$ cat config.mk
export PLATFORM = sky130hd
export DESIGN_NAME = arbitration_burst_scheduler
export DESIGN_NICKNAME = d
export VERILOG_FILES = /design/src/rtl/arbitration_burst_scheduler.sv
export SDC_FILE = /design/constraint.sdc
export NUM_CORES = 1
export LEC_CHECK = 0
export CAP_MARGIN = 0
export CORE_MARGIN = 8
export CORE_UTILIZATION = 30
export CTS_CLUSTER_DIAMETER = 60
export DETAILED_ROUTE_END_ITERATION = 12
export PLACE_DENSITY = 0.64
export REMOVE_ABC_BUFFERS = 1
export SLEW_MARGIN = 20
export SYNTH_ARGS = -nofsm -noshare
export SYNTH_HDL_FRONTEND = slang
export SYNTH_SLANG_ARGS = --single-unit
$ cat constraint.sdc
create_clock -name clk -period 4.13 [get_ports clk]
set_input_delay 0.413 -clock clk [delete_from_list [all_inputs] [get_ports clk]]
set_output_delay 0.413 -clock clk [all_outputs]
set_load 0.02 [all_outputs]
$ cat src/rtl/arbitration_burst_scheduler.sv
// Round-robin burst arbiter: holds a grant for a capped beat count,
// pulses done on release and inserts one gap cycle between grants.
module arbitration_burst_scheduler #(
  parameter int C_NUM_REQUESTORS = 4,
  parameter int C_LEN_WIDTH      = 8,
  parameter int C_MAX_BURST      = 16,
  localparam int C_GW = (C_NUM_REQUESTORS > 1) ?
                        $clog2(C_NUM_REQUESTORS) : 1
) (
  input  logic                                    clk,
  input  logic                                    rst,
  input  logic [C_NUM_REQUESTORS-1:0]             requests,
  input  logic [C_NUM_REQUESTORS*C_LEN_WIDTH-1:0] req_len,
  input  logic                                    beat,
  output logic                                    grant_valid,
  output logic [C_GW-1:0]                         grant,
  output logic [C_NUM_REQUESTORS-1:0]             grant_oh,
  output logic [C_LEN_WIDTH-1:0]                  beats_left,
  output logic [C_NUM_REQUESTORS-1:0]             done
);

  typedef enum logic [1:0] {
    IDLE,
    BUSY,
    GAP
  } state_t;

  localparam logic [C_LEN_WIDTH-1:0] C_CAP = C_LEN_WIDTH'(C_MAX_BURST);
  localparam logic [C_LEN_WIDTH-1:0] C_ONE = C_LEN_WIDTH'(1);

  state_t                        state_q, state_d;
  logic                          grant_valid_q, grant_valid_d;
  logic [C_GW-1:0]               grant_q, grant_d;
  logic [C_NUM_REQUESTORS-1:0]   grant_oh_q, grant_oh_d;
  logic [C_LEN_WIDTH-1:0]        beats_left_q, beats_left_d;
  logic [C_NUM_REQUESTORS-1:0]   done_q, done_d;
  logic [C_GW-1:0]               rr_ptr_q, rr_ptr_d;

  logic                          found;
  int                            win;
  int                            idx;
  logic [C_NUM_REQUESTORS-1:0]   req_rot;
  logic [C_NUM_REQUESTORS*C_LEN_WIDTH-1:0] len_sh;
  logic [C_LEN_WIDTH-1:0]        win_len;
  logic [C_LEN_WIDTH-1:0]        cap_len;

  // Scan from rr_ptr upward, wrapping modulo the real client count.
  always_comb begin
    found   = 1'b0;
    win     = 0;
    idx     = 0;
    req_rot = '0;
    for (int k = 0; k < C_NUM_REQUESTORS; k++) begin
      idx = int'(rr_ptr_q) + k;
      if (idx >= C_NUM_REQUESTORS) idx = idx - C_NUM_REQUESTORS;
      req_rot = requests >> idx;
      if (!found && req_rot[0]) begin
        found = 1'b1;
        win   = idx;
      end
    end
  end

  always_comb begin
    len_sh  = req_len >> (win * C_LEN_WIDTH);
    win_len = len_sh[C_LEN_WIDTH-1:0];
    cap_len = win_len;
    if (win_len == '0) cap_len = C_ONE;
    if (win_len > C_CAP) cap_len = C_CAP;
  end

  always_comb begin
    state_d       = state_q;
    grant_valid_d = grant_valid_q;
    grant_d       = grant_q;
    grant_oh_d    = grant_oh_q;
    beats_left_d  = beats_left_q;
    done_d        = '0;
    rr_ptr_d      = rr_ptr_q;
    unique case (state_q)
      IDLE: begin
        if (found) begin
          state_d       = BUSY;
          grant_valid_d = 1'b1;
          grant_d       = C_GW'(win);
          grant_oh_d    = C_NUM_REQUESTORS'(1) << win;
          beats_left_d  = cap_len;
        end
      end
      BUSY: begin
        if (beat) begin
          if (beats_left_q == C_ONE) begin
            state_d       = GAP;
            grant_valid_d = 1'b0;
            grant_oh_d    = '0;
            beats_left_d  = '0;
            done_d        = C_NUM_REQUESTORS'(1) << grant_q;
            if (int'(grant_q) == C_NUM_REQUESTORS - 1)
              rr_ptr_d = '0;
            else
              rr_ptr_d = grant_q + C_GW'(1);
          end else begin
            beats_left_d = beats_left_q - C_ONE;
          end
        end
      end
      GAP: begin
        state_d = IDLE;
      end
      default: begin
        state_d = IDLE;
      end
    endcase
  end

  always_ff @(posedge clk) begin
    if (rst) begin
      state_q       <= IDLE;
      grant_valid_q <= 1'b0;
      grant_q       <= '0;
      grant_oh_q    <= '0;
      beats_left_q  <= '0;
      done_q        <= '0;
      rr_ptr_q      <= '0;
    end else begin
      state_q       <= state_d;
      grant_valid_q <= grant_valid_d;
      grant_q       <= grant_d;
      grant_oh_q    <= grant_oh_d;
      beats_left_q  <= beats_left_d;
      done_q        <= done_d;
      rr_ptr_q      <= rr_ptr_d;
    end
  end

  assign grant_valid = grant_valid_q;
  assign grant       = grant_q;
  assign grant_oh    = grant_oh_q;
  assign beats_left  = beats_left_q;
  assign done        = done_q;

endmodule

Figure 1. Clock wiring as the flow saved it (run 1).
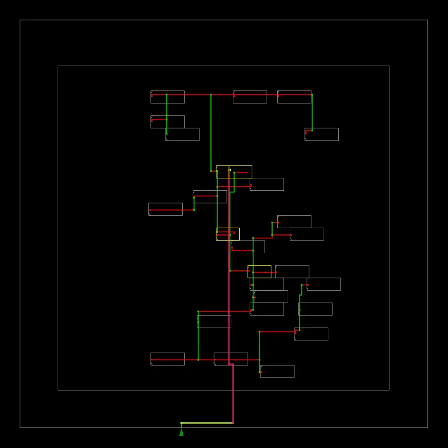
TritonCTS Sinks: 23
count of flip-flops and latches: 23
power dissipated in the clock network: 0.146 mW
TritonCTS Buffers: 3
setup skew after layout: 0.00220 ns

Figure 2. Selected gate families (run 1).
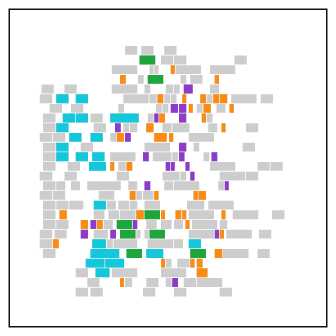
| family | color | cells |
|---|---|---|
| NAND gates | purple | 23 |
| multiplexers | cyan | 21 |
| NOR gates | orange | 41 |
| adder and majority cells | green | 8 |

Figure 3. Signal wires on met2 (run 1).
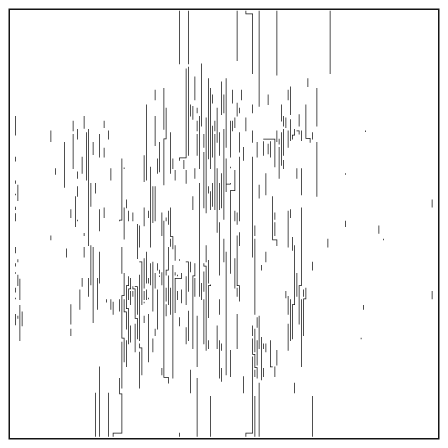
share of all routed wire: 43%
main direction: vertical
nets with wire on the layer: 228
wire length on this layer: 1820 um
longest straight run: 32.5 um

[run 1: report_power, final]
group / internal (mW) / switching [mW] / total [mW]
Clock: 0.0683 / 0.0781 / 0.146
Sequential: 0.239 / 0.0210 / 0.260
Combinational: 0.127 / 0.129 / 0.256
[run 1: cells in the final DEF, fill, tap and decap left out, types with 2 or more instances in the layout]
master / Yosys / final
a211oi_1: 2 / 2
a21oi_1: 15 / 15
a22oi_1: 3 / 3
a31oi_1: 3 / 3
and3_1: 2 / 2
buf_4: 0 / 3
clkbuf_8: 0 / 3
clkdlybuf4s50_1: 0 / 57
dfxtp_1: 23 / 23
ha_1: 8 / 8
inv_1: 4 / 4
mux2_2: 2 / 2
mux2_4: 2 / 2
mux2i_1: 13 / 13
mux2i_2: 2 / 2
mux4_2: 2 / 2
nand2_1: 8 / 8
nand2b_1: 5 / 5
nand3_1: 9 / 9
nor2_1: 19 / 19
nor2b_1: 3 / 3
nor3_1: 11 / 11
nor4_1: 6 / 6
o21ai_0: 8 / 8
o31a_1: 2 / 2
[run 1: sequential cells by signal, indices dropped and copies added (netlist names)]
signal and flops:
state_q 2, grant 2, rr_ptr_q 2, done 4, grant_oh 4, grant_valid 1, beats_left 8
[run 1: area by class of cell]
cell class,instances,area share [%]
Multi-Input combinational cell,146,47.0
Timing Repair Buffer,60,26.1
Sequential cell,23,20.3
Tap cell,70,3.85
Clock buffer,3,1.82
Inverter,4,0.661
Clock inverter,1,0.330
[run 1: worst max-delay path: stages, from the launching register on]
cell      delay (ns)
dfxtp_1         0.52
inv_1           0.16
ha_1            0.41
mux2_2          0.37
and3_4          0.19
o31a_1          0.32
o22ai_1         0.17
buf_4           0.25
mux2i_1         0.25
mux2i_2         0.11
a311oi_4        0.43
nand2b_1        0.16
a21oi_1         0.06
==> datasheet_impl.txt, run 1 <==
Physical implementation characteristics

Parameter                              Value

Routing
  1st-iter DRT viols .................. 101
  Remaining number of nets flagged by the antenna check after routing .................. 0
  Number of detailed-route iterations in the first pass .................. 4
  Vias per cell .................. 5.04
  Top layer used by detailed routing .................. met4

Clock network
  TritonCTS clock tree .................. done
  Number of cells upsized or downsized after cts .................. 0
  Hold bufs inserted after CTS .................. 0

Floorplanning
  Die Size .................. roughly 8000 sq um
  Ports .................. 58
  Die Span X .................. 88.9 um
  Vertical die dimension .................. just under 90 um

Synth
  Share of the synthesized netlist area taken by xor and xnor gates .................. 0.550%
  Proportion of synthesized area in mux cells .................. between 15 and 20%
  Synth logic family .................. simple AND/OR/NAND/NOR gates
  Biggest area consumer among synthesized cells .................. dfxtp_1
  Most frequently used flop master after synthesis .................. dfxtp_1
  Synthesized registers .................. 23
  Largest type area fraction .................. just under 30%
  Number of cell instances after yosys synthesis .................. 182
  Dominant cells by area after synthesis .................. dfxtp_1 (29%), mux2i_1 (8.2%), ha_1 (6.3%)
  Post-Synthesis Cells .................. 182
  Share of async-settable or async-resettable flops after synthesis .................. 0%

Critical path
  Reg2reg setup slack .................. between 0.5 and 0.6 ns
  Crit path from .................. rr_ptr_q[1]
  Reg2reg end .................. beats_left[4]
  RR Startpoint .................. rr_ptr_q[1]
  Classification of the worst setup path .................. reg2reg

Global routing
  Grt total ovfl .................. 0
  Via count of the first global-routing pass .................. 1533
  Global-route usage over all layers .................. around 11%
  Maximum number of pins on one net before global-route repair .................. 23

Worst hold path
  Cells on Worst Hold Path .................. 2
  Path type of the worst min-delay path .................. reg2reg
  HP Start .................. grant_valid
  Destination of the worst hold path .................. grant_valid

Cells and area
  End-of-flow core utilization .................. 44.5%
  Total area of sequential cells .................. 460 sq um
  Area Growth Syn to Fin .................. 42.7%
  Fin area .................. 2270 sq um
  Final Non-Filler Cells .................. 307
  Fraction of final layout cells with drive strength greater than 1 .................. 10.1%

STA
  Max-slew headroom at the worst pin .................. 43.7%
  Pin slew with the least headroom to its limit .................. 0.841 ns
  Final hold violation count .................. 0
  Post-layout worst setup margin .................. 0.589 ns
  Setup violation total in the final timing report .................. 0
  Share of the clock period used by the worst path .................. 85.7%
  Worst hold slack .................. 0.458 ns
  Fmax achieved .................. approximately 280 MHz

Flow run
  OpenROAD warning count .................. 30

Pwr
  Worst vdd rail ir drop .................. 0.123 mV
  Static leakage .................. 0.821 nW

Placement
  Setup WS pre-CTS .................. 0.646 ns
  Final weighted congestion of routability-driven global placement .................. just over 0.8
  Detailed placer's ending HPWL .................. 3380 um

Run status
  Result of the run .................. completed
Figure 4. Placed cells, one color a class (run 1).
Scale bar: 20 um. Fill, decap, tap and diode cells in gray.
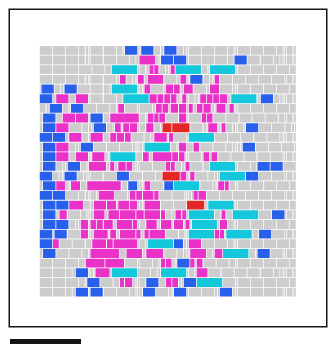

## Run 2: what changed since run 1
- clock period: 4.13 -> 3.7 ns (I/O delays scaled with it)
Figure 5. Placed cells, one color a class (run 2).
Scale bar: 20 um. Fill, decap, tap and diode cells in gray.
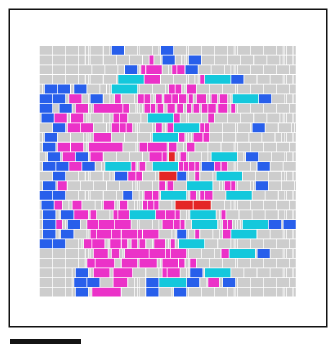
| class | color | cells |
|---|---|---|
| flip-flops | cyan | 23 |
| clock drivers and dummy loads | red | 4 |
| other buffers and delay cells | blue | 60 |
| all other logic | magenta | 150 |

==> run 2 against run 1 <==
  * Sequential cell count stayed put
  * Global-route usage is 0.68 points lower
  * Final area hardly changed
  * Clock skew is 0.0011 ns higher
  * Largest cell class unchanged
  * Maximum frequency is 5.2% higher
==> datasheet_impl.txt, run 2 <==
Physical implementation characteristics

Parameter                              Value

Run status
  Result of the run .................. completed

Critical path
  Crit path from .................. rr_ptr_q[1]
  RR Startpoint .................. rr_ptr_q[1]
  Slowest-stage cell, CP .................. dfxtp_2
  Reg2reg setup slack .................. roughly 0.33 ns
  Reg2reg end .................. beats_left[4]
  Worst path top cell family by delay .................. AND-OR/OR-AND gates
  Critical path, cell by cell .................. inv_1 > ha_1 > mux2_2 > and3_4 > o31a_1 > o22ai_1 > buf_4 > mux2i_1 > mux2i_2 > a311oi_4 > nand2b_1 > a21oi_1
  Number of buffers and inverters on the critical path .................. 2
  Classification of the worst setup path .................. reg2reg
  Count of cell instances traversed by the critical path .................. 12
  Slowest cell delay on critical path .................. approximately 0.43 ns

Pwr
  Static leakage .................. 0.826 nW
  Internal power summed over all cells .................. 0.484 mW
  Share of power burned in combinational logic .................. 38.7%
  Power spent charging and discharging nets .................. 0.250 mW
  Share of power burned in registers .................. 39.6%
  Fraction of power spent switching nets .................. 34.0%
  Worst vdd rail ir drop .................. 0.162 mV
  Portion of total power attributed to the clock network .................. 21.7%
  PnR Total Power .................. approximately 0.73 mW

STA
  Max-slew headroom at the worst pin .................. 41.8%
  Post-layout worst setup margin .................. 0.335 ns
  Final hold violation count .................. 0
  Setup repair after global routing missed its margin .................. no
  Final TNS setup .................. 0 ns
  Fmax achieved .................. 297 MHz
  Setup violation total in the final timing report .................. 0
  Pin slew with the least headroom to its limit .................. between 0.8 and 0.9 ns
  Setup skew after layout .................. 0.00329 ns
  Share of the clock period used by the worst path .................. 91.0%

Global routing
  Global-route usage over all layers .................. between 10% and 20%
  Grt total ovfl .................. 0
  Number of antenna violations at the first check in global routing .................. 0
  Via count of the first global-routing pass .................. 1510
  Maximum number of pins on one net before global-route repair .................. 23

Synth
  Share of the synthesized netlist area taken by xor and xnor gates .................. 0.550%
  Mean instance size in the synthesized netlist .................. 8.75 sq um
  Proportion of synthesized area in mux cells .................. 16.0%
  Dominant cells by area after synthesis .................. dfxtp_1 (29%), mux2i_1 (8.2%), ha_1 (6.3%)
  Biggest area consumer among synthesized cells .................. dfxtp_1
  Share of async-settable or async-resettable flops after synthesis .................. 0%
  Synth logic family .................. simple AND/OR/NAND/NOR gates
  Post-Synthesis Cells .................. 182
  Synthesized registers .................. 23
  Largest type area fraction .................. between 20% and 30%
  Most frequently used flop master after synthesis .................. dfxtp_1

Routing
  Remaining number of nets flagged by the antenna check after routing .................. 0
  Vias per cell .................. 5.06
  1st-iter DRT viols .................. 111
  Number of detailed-route iterations in the first pass .................. 4

Floorplanning
  Die Size .................. 7900 sq um
  Ports .................. 58
  Die Span X .................. 88.9 um
  Tap Count .................. 70
  Vertical die dimension .................. approximately 89 um

Clock network
  Post-CTS Repair Setup Buffers .................. 0
  Clock insertion delay at the later pin of the skew report .................. roughly 0.26 ns
  TritonCTS clock tree .................. done
  TritonCTS Sinks .................. 23
  TritonCTS Buffers .................. 3

Flow run
  Max-cap check violation count .................. 0
  OpenROAD warning count .................. 30

Cells and area
  Commonest Layout Cell .................. clkdlybuf4s50_1
  Largest register FFs .................. 8
  Layout buffering overhead excluding clock cells .................. 26.1%
  Final-layout clock-cell area share .................. 2.04%
  Number of clock buffers in the layout .................. 3
  Comb/total area .................. a little under half
  Fraction of final layout cells with drive strength greater than 1 .................. a little over a tenth
  Combinational gates .................. between 100 and 150
  Area-dominant class .................. combinational gates
  Flip-flop and latch share of the layout cell area .................. 20.3%
  Count of inverters not on the clock network in the layout .................. 4
  Top cells excl fill/tap .................. clkdlybuf4s50_1 (57), dfxtp_1 (22), nor2_1 (19), a21oi_1 (15), mux2i_1 (13)
  Total area of sequential cells .................. ~460 sq um
  Area Growth Syn to Fin .................. 42.6%
  Non-clk bufs .................. 60
  Count of flip-flops and latches .................. 23

Placement
  Final weighted congestion of routability-driven global placement .................. 0.832
  Setup WS pre-CTS .................. roughly 0.18 ns
  Detailed placer's ending HPWL .................. 3440 um

Worst hold path
  HP Start .................. grant_valid
  Cells on Worst Hold Path .................. 2
  Path type of the worst min-delay path .................. reg2reg
## run 2: cell count changes in the layout (fill, tap and decap cells not counted), sizes merged
cell,previous run,this run
clkinv,0,1
clkinvlp,1,0
## run 2: timing repair
item	4_1_cts	5_1_grt
setup endpoints to repair	0	3
gates resized	0	2
hold buffers	0	0
## run 2: how the worst min path moves through the flow
stage               endpoint
2_1_floorplan  beats_left[2]
3_3_place_gp     grant_valid
3_5_place_dp     grant_valid
4_1_cts          grant_valid
5_1_grt          grant_oh[3]
6_report         grant_valid
## run 2: per-stage QoR
| stage | hold slack [ns] | util, % | instance area, sq um | cells |
|---|---|---|---|---|
| after floorplan | 0.439 | - | 1540 | 173 |
| after global placement | 0.445 | 43.5 | 2220 | 303 |
| after detailed placement | 0.452 | 43.5 | 2220 | 303 |
| after CTS | 0.464 | 44.4 | 2270 | 307 |
| after global routing | 0.495 | 44.5 | 2270 | 307 |
| final | 0.458 | 44.5 | 2270 | 307 |
## run 2: power by group through the flow
stage	Combinational [mW]	Clock, mW	Sequential [mW]
floorplan	0.149	0	0.314
CTS	0.286	0.163	0.291
global placement	0.283	0	0.297
global route	0.312	0.176	0.296
detailed placement	0.285	0	0.297
finish	0.284	0.159	0.291
## run 2: cell families (layout without fill, tap and decap cells)
logic type	after synthesis	count (layout)
flops	23	23
compound gates	46	46
fa+ha+maj	8	8
simple gates	70	70
mux	21	21
xor+xnor	1	1
buf+inv	13	68
## run 2: layer usage
metal | vias up | GRT usage, % | wire length [um]
li1 | 794 | - | -
met5 | - | 0 | 0
met2 | 49 | 17.0 | 1900
met4 | 0 | 2.76 | 29
met1 | 707 | 13.3 | 1920
met3 | 2 | 3.53 | 412
Power and IR drop assume default switching activity.
